$ cat config.mk
export PLATFORM = sky130hd
export DESIGN_NAME = sprite_video_gen
export DESIGN_NICKNAME = d
export VERILOG_FILES = /design/src/rtl/sprite_video_gen.sv
export SDC_FILE = /design/constraint.sdc
export NUM_CORES = 1
export LEC_CHECK = 0
export CAP_MARGIN = 30
export CORE_ASPECT_RATIO = 1.75
export CORE_MARGIN = 2
export CORE_UTILIZATION = 55
export DETAILED_ROUTE_END_ITERATION = 10
export GPL_ROUTABILITY_DRIVEN = 0
export PLACE_DENSITY = 0.89
export RECOVER_POWER = 50
export SLEW_MARGIN = 25
export SYNTH_ARGS = -nofsm -noshare
export SYNTH_HDL_FRONTEND = slang
export SYNTH_SLANG_ARGS = --single-unit
$ cat constraint.sdc
create_clock -name pixel_clk -period 6.4 [get_ports pixel_clk]
set_input_delay 1.92 -clock pixel_clk [delete_from_list [all_inputs] [get_ports pixel_clk]]
set_output_delay 1.92 -clock pixel_clk [all_outputs]
set_load 0.02 [all_outputs]
$ cat src/rtl/sprite_video_gen.sv
`default_nettype none
// ============================================================================
// Module      : sprite_video_gen
// Description : Streams RGB888 video frames over AXI4-Stream. Each pixel is
//               the background colour overlaid with up to NUM_SPRITES solid
//               rectangles; the lowest-index hitting sprite wins. Sprite and
//               background settings are captured once per frame.
// Revision    : 1.0 - initial release
// ============================================================================
module sprite_video_gen #(
    parameter int H_VISIBLE   = 640,
    parameter int V_VISIBLE   = 480,
    parameter int NUM_SPRITES = 4,
    parameter int SIZE_W      = 8,
    localparam int XW         = $clog2(H_VISIBLE),
    localparam int YW         = $clog2(V_VISIBLE)
) (
    input  logic                      pixel_clk,
    input  logic                      reset,
    input  logic                      enable,
    input  logic [11:0]               bg_color,
    input  logic [NUM_SPRITES-1:0]    sprite_en,
    input  logic [NUM_SPRITES*XW-1:0] sprite_x,
    input  logic [NUM_SPRITES*YW-1:0] sprite_y,
    input  logic [NUM_SPRITES*SIZE_W-1:0] sprite_w,
    input  logic [NUM_SPRITES*SIZE_W-1:0] sprite_h,
    input  logic [NUM_SPRITES*12-1:0] sprite_color,
    output logic [23:0]               tdata,
    output logic                      tvalid,
    output logic                      tuser,
    output logic                      tlast,
    input  logic                      tready,
    output logic                      frame_done,
    output logic [15:0]               frame_count
);

    // Sums of position + size need one bit beyond the wider operand so a
    // sprite hanging off the screen edge is clipped rather than wrapped.
    localparam int c_XSUM_W = ((XW > SIZE_W) ? XW : SIZE_W) + 1;
    localparam int c_YSUM_W = ((YW > SIZE_W) ? YW : SIZE_W) + 1;
    localparam logic [XW-1:0] c_X_MAX = XW'(H_VISIBLE - 1);
    localparam logic [YW-1:0] c_Y_MAX = YW'(V_VISIBLE - 1);

    typedef enum logic [1:0] {
        S_IDLE   = 2'd0,
        S_LOAD   = 2'd1,
        S_STREAM = 2'd2
    } state_t;

    state_t r_state;
    state_t w_state_next;

    // Per-frame shadow copy of the sprite/background configuration
    logic [11:0]                   r_bg;
    logic [NUM_SPRITES-1:0]        r_en;
    logic [NUM_SPRITES*XW-1:0]     r_sx;
    logic [NUM_SPRITES*YW-1:0]     r_sy;
    logic [NUM_SPRITES*SIZE_W-1:0] r_sw;
    logic [NUM_SPRITES*SIZE_W-1:0] r_sh;
    logic [NUM_SPRITES*12-1:0]     r_col;

    // Coordinates of the pixel currently held in the output register
    logic [XW-1:0] r_x;
    logic [YW-1:0] r_y;

    logic [23:0]   r_tdata;
    logic          r_tuser;
    logic          r_tlast;
    logic          r_frame_done;
    logic [15:0]   r_frame_count;

    logic          w_hs;
    logic          w_frame_end;
    logic [XW-1:0] w_nx;
    logic [YW-1:0] w_ny;

    // Configuration feeding the pixel evaluator: live inputs during LOAD
    // (the shadow registers are being written that same cycle), else shadow.
    logic                          w_use_live;
    logic [11:0]                   w_src_bg;
    logic [NUM_SPRITES-1:0]        w_src_en;
    logic [NUM_SPRITES*XW-1:0]     w_src_x;
    logic [NUM_SPRITES*YW-1:0]     w_src_y;
    logic [NUM_SPRITES*SIZE_W-1:0] w_src_w;
    logic [NUM_SPRITES*SIZE_W-1:0] w_src_h;
    logic [NUM_SPRITES*12-1:0]     w_src_col;

    logic [NUM_SPRITES-1:0]        w_hit;
    logic [11:0]                   w_color;
    logic [23:0]                   w_pixel;

    assign tvalid      = (r_state == S_STREAM);
    assign tdata       = r_tdata;
    assign tuser       = r_tuser;
    assign tlast       = r_tlast;
    assign frame_done  = r_frame_done;
    assign frame_count = r_frame_count;

    assign w_hs        = tvalid && tready;
    assign w_frame_end = w_hs && (r_x == c_X_MAX) && (r_y == c_Y_MAX);

    assign w_use_live = (r_state == S_LOAD);
    assign w_src_bg   = w_use_live ? bg_color     : r_bg;
    assign w_src_en   = w_use_live ? sprite_en    : r_en;
    assign w_src_x    = w_use_live ? sprite_x     : r_sx;
    assign w_src_y    = w_use_live ? sprite_y     : r_sy;
    assign w_src_w    = w_use_live ? sprite_w     : r_sw;
    assign w_src_h    = w_use_live ? sprite_h     : r_sh;
    assign w_src_col  = w_use_live ? sprite_color : r_col;

    // State register
    always_ff @(posedge pixel_clk) begin
        if (reset) begin
            r_state <= S_IDLE;
        end else begin
            r_state <= w_state_next;
        end
    end

    // Next-state logic; enable is only consulted between frames
    always_comb begin
        w_state_next = r_state;
        case (r_state)
            S_IDLE:   if (enable) w_state_next = S_LOAD;
            S_LOAD:   w_state_next = S_STREAM;
            S_STREAM: if (w_frame_end) w_state_next = enable ? S_LOAD : S_IDLE;
            default:  w_state_next = S_IDLE;
        endcase
    end

    // Coordinates of the pixel the output register loads this cycle
    always_comb begin
        w_nx = r_x;
        w_ny = r_y;
        if (r_state == S_LOAD) begin
            w_nx = '0;
            w_ny = '0;
        end else if (w_hs) begin
            if (r_x != c_X_MAX) begin
                w_nx = r_x + 1'b1;
            end else begin
                w_nx = '0;
                w_ny = (r_y != c_Y_MAX) ? (r_y + 1'b1) : '0;
            end
        end
    end

    generate
        for (genvar gi = 0; gi < NUM_SPRITES; gi++) begin : g_hit
            logic [c_XSUM_W-1:0] w_px, w_x0, w_x1;
            logic [c_YSUM_W-1:0] w_py, w_y0, w_y1;
            assign w_px = c_XSUM_W'(w_nx);
            assign w_py = c_YSUM_W'(w_ny);
            assign w_x0 = c_XSUM_W'(w_src_x[gi*XW +: XW]);
            assign w_y0 = c_YSUM_W'(w_src_y[gi*YW +: YW]);
            assign w_x1 = w_x0 + c_XSUM_W'(w_src_w[gi*SIZE_W +: SIZE_W]);
            assign w_y1 = w_y0 + c_YSUM_W'(w_src_h[gi*SIZE_W +: SIZE_W]);
            assign w_hit[gi] = w_src_en[gi] && (w_px >= w_x0) && (w_px < w_x1)
                               && (w_py >= w_y0) && (w_py < w_y1);
        end
    endgenerate

    // Colour priority: scanning from the top index down lets index 0 win
    always_comb begin
        w_color = w_src_bg;
        for (int i = NUM_SPRITES - 1; i >= 0; i--) begin
            if (w_hit[i]) w_color = w_src_col[i*12 +: 12];
        end
    end

    assign w_pixel = {w_color[11:8], w_color[11:8],
                      w_color[7:4],  w_color[7:4],
                      w_color[3:0],  w_color[3:0]};

    // Shadow capture, pixel counters, output register and frame bookkeeping
    always_ff @(posedge pixel_clk) begin
        if (reset) begin
            r_bg          <= '0;
            r_en          <= '0;
            r_sx          <= '0;
            r_sy          <= '0;
            r_sw          <= '0;
            r_sh          <= '0;
            r_col         <= '0;
            r_x           <= '0;
            r_y           <= '0;
            r_tdata       <= '0;
            r_tuser       <= 1'b0;
            r_tlast       <= 1'b0;
            r_frame_done  <= 1'b0;
            r_frame_count <= '0;
        end else begin
            r_frame_done <= 1'b0;
            if (r_state == S_LOAD) begin
                r_bg  <= bg_color;
                r_en  <= sprite_en;
                r_sx  <= sprite_x;
                r_sy  <= sprite_y;
                r_sw  <= sprite_w;
                r_sh  <= sprite_h;
                r_col <= sprite_color;
            end
            if (w_frame_end) begin
                r_x           <= '0;
                r_y           <= '0;
                r_tuser       <= 1'b0;
                r_tlast       <= 1'b0;
                r_frame_done  <= 1'b1;
                r_frame_count <= r_frame_count + 16'd1;
            end else if ((r_state == S_LOAD) || w_hs) begin
                r_x     <= w_nx;
                r_y     <= w_ny;
                r_tdata <= w_pixel;
                r_tuser <= (w_nx == '0) && (w_ny == '0);
                r_tlast <= (w_nx == c_X_MAX);
            end
        end
    end

endmodule
`default_nettype wire

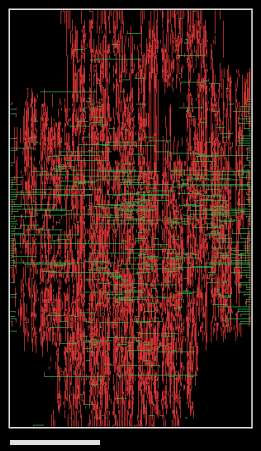
Figure 1: wiring by layer.
Bar = 50 um. Only two layers are drawn.
red -> M2  # wire length 26.4 mm
green -> M3  # wire length 3960 um
GRT Util Overall: 32.7%
drt total wl: 52.3 mm
via count: 16120
WL/cell: 19.7 um

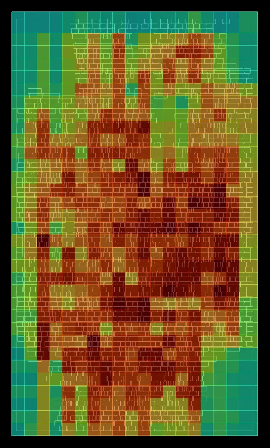
Figure 2: track usage over the die.
GR Util met1: 30.4%
GRT Max-Usage Layer: met2
met2 Use GR: 59.4%
met3 usage: 7.23%

[what timing repair did]
action	4_1_cts	5_1_grt
gates resized	0	12
endpoints found under the setup margin	0	12
setup buffers	0	0
hold buffers	0	0
[power by group]
| group | internal [W] | switching, W | leakage, nW |
|---|---|---|---|
| Combinational | 0.000447 | 0.000566 | 6.93 |
| Sequential | 0.00166 | 0.0000248 | 2.08 |
| Clock | 0.000933 | 0.000650 | 0.434 |
[routing by layer]
layer | part of all wire, % | up-vias | GRT usage (%)
met5 | 0 | - | 0
met4 | 9.6 | 0 | 28.2
met3 | 7.6 | 321 | 7.23
met2 | 50 | 807 | 59.4
met1 | 32 | 7503 | 30.4
li1 | - | 7489 | -
[cells by family after synthesis]
family / after synthesis / share of synthesized area (%)
AND-OR/OR-AND: 438 / 17.0
XOR/XNOR: 82 / 4.38
flip-flops: 256 / 31.3
multiplexers: 102 / 6.31
adder cells (fa/ha/maj): 216 / 16.8
buffers and inverters: 192 / 4.96
AND/OR/NAND/NOR: 715 / 19.3
[cell usage in the layout (no fill, tap or decap), types with 12 or more instances in the layout]
cell type,instances
o21a_1,24
o21bai_1,14
nand3_1,26
buf_4,58
nor3_1,30
a221o_1,12
dfxtp_1,256
ha_1,207
nor2_1,178
clkdlybuf4s50_1,224
a21o_1,27
nand2b_1,16
inv_1,97
xor2_1,49
dlygate4sd3_1,26
xnor2_1,33
nor2b_1,17
nand4_1,22
nand2_1,361
a211oi_1,25
a21oi_1,188
a22oi_1,12
mux2i_1,100
clkbuf_16,25
o21ai_0,58
[metrics by stage]
step | util, % | area, um^2 | cells | total power (W) | hold slack, ns
after floorplan | - | 16400 | 2001 | 0.00233 | 0.444
after global placement | 66.6 | 19500 | 2607 | 0.00266 | 0.450
after detailed placement | 66.6 | 19500 | 2607 | 0.00270 | 0.456
after CTS | 69.5 | 20400 | 2650 | 0.00427 | 0.464
after global routing | 69.6 | 20400 | 2652 | 0.00445 | 0.481
final | 69.6 | 20400 | 2653 | 0.00428 | 0.463
[worst paths after layout]
check / startpoint / cells past startpoint / endpoint / slack [ns]
setup / recovery: sprite_x[0] / 20 / tdata[14] / 0.19
hold / removal: r_sy[0] / 2 / r_sy[0] / 0.46
setup reg to reg: r_state[0] / 22 / tdata[14] / 0.42
hold reg to reg: r_sy[0] / 2 / r_sy[0] / 0.46
[layout make-up]
type,count,area (um^2)
Multi-Input combinational cell,1553,10500
Clock buffer,31,698
Timing Repair Buffer,320,3050
Sequential cell,256,5120
Antenna cell,1,2.50
Tap cell,382,478
Clock inverter,12,168
Inverter,98,368
Fill cell,2237,8890
[synthesized netlist by cell type, types with 6 or more instances]
master and n:
a211oi_1 28, a21o_1 27, a21oi_1 189, a221o_1 12
a22oi_1 12, a31oi_1 6, and3_1 8, and4_1 7
buf_1 12, buf_2 11, buf_4 19, clkbuf_1 51
dfxtp_1 256, fa_1 7, ha_1 207, inv_1 97
mux2i_1 100, nand2_1 361, nand2b_1 17, nand3_1 26
nand4_1 22, nor2_1 179, nor2b_1 18, nor3_1 30
nor4_1 7, nor4b_1 11, o2111ai_1 6, o21a_1 24
o21ai_0 58, o21ai_1 6, o21bai_1 14, o31ai_1 6
or3_1 7, xnor2_1 33, xor2_1 49
==> flow_summary_export.csv <==
group,metric,value,unit
clock_tree,cts_buffers,24,
timing,period_minus_slack,6.21,ns
critical_path,critPathKind,"in -> reg",
final_layout,syn2layout_area_growth,24.5,%
die,die_h,232,um
critical_path,cp_slowest_cell,"fa_1",
yosys,yosys_cells,2001,
critical_path,critPathTopFamily,"AND-OR/OR-AND gates",
place,pre_cts_ws,-0.328,ns
yosys,flop_cell,"dfxtp_1",
yosys,synth.distinct_cells,84,
yosys,netlist_instances,2001,
timing,fin_tns_setup,0,ns
pwr,peakVddDrop,0.227,mV
yosys,ys_async_sr_fraction,0,%
timing,final.setup.worst_slack,0.195,ns
critical_path,critPathLaunchType,"input pin",
timing,maxSlewHeadroom,-141,%
die,die_w,134,um
timing,final_hold_viol_count,0,
critical_path,crit_chain,"clkdlybuf4s50_1, nand2_1, nand2_1, ha_1, fa_1, a211oi_1, o21bai_1, a21oi_1, xor2_1, ha_1, a211oi_1, o21ai_0, a211oi_1, o21ai_1, a211oi_2, nand3_1, buf_4, o21ai_0, a221o_1, a21oi_1",
outcome,violations,"capacitance limit, slew limit",
critical_path,slowest_delay,0.45,ns
clock_tree,cts_sinks,256,
final_layout,final_nets,2675,
yosys,synth.area.top_cells,"dfxtp_1 (31%), ha_1 (16%), nand2_1 (8.3%)",
global_routing,antenna_found_initial,1,
yosys,syn_area_per_cell,8.19,um^2
run,warnings,26,
yosys,seq_area_frac_synth,31.3,%
yosys,synth_area,16400,um^2
clock_tree,clk_pin_slew,0.06,ns
global_routing,grt_overflow,0,
global_routing,grt_start_max_net_pins,90,
critical_path,crit_buf_inv,2,
critical_path,crit_fanout,13,
global_routing,grt_pass1_wl,81.0,mm
timing,skew,0.0177,ns
place,hpwl,39.5,mm
yosys,edf_count,0,
final_layout,drive_gt1_share,6.21,%
timing,fin_crit_sh,97.0,%
timing,final_max_slew_viol_count,170,
yosys,yosysTopAreaCell,"dfxtp_1",
yosys,synth.yosys.warnings,0,
outcome,outcome,"complete, but fails checks",
detailed_routing,drc_errors,0,
yosys,synth_top_area_share,31.3,%
place,portBuffers,251,
detailed_routing,drt_first_pass_iters,6,
timing,finalSetupViolCount,0,
detailed_routing,drt_iter0_drc,1045,
critical_path,arrival,6.63,ns
die,ios,252,
final_layout,top_register,"r_col",
worst_hold_path,hp-class,"reg -> reg",
detailed_routing,vias_per_cell,6.08,
clock_tree,clkLatencyLatePin,0.55,ns
yosys,ys.flops,256,
yosys,syn_nets,2423,
clock_tree,cts_tree,"done",
timing,worst_pin_slew,3.61,ns
timing,fmax,161,MHz
yosys,yosys_area,16400,um^2
pwr,power_leakage,9.44,nW
die,coreArea,29300,um^2
final_layout,largest_register_ff_count,48,
run,cap_violations,2,
final_layout,largest_registers,"r_col x48, r_sx x40, r_sy x36",
critical_path,crit_required,6.82,ns
detailed_routing,drtAntennaViolNets,0,
pwr,powerDensity,210,nW/um^2
die,initCoreUtil,56.0,%
critical_path,path_common_cell,"a211oi_1",
clock_tree,clockBufferDepth,3,
clock_tree,h-tree-depth,1,
die,num_rows,83,
die,die_area,31200,um^2
critical_path,crit_path_end_kind,"flop",
clock_tree,cts_root_buf,"clkbuf_16",
global_routing,grt_pass1_vias,16574,
Power is estimated from default activity; no workload was simulated.
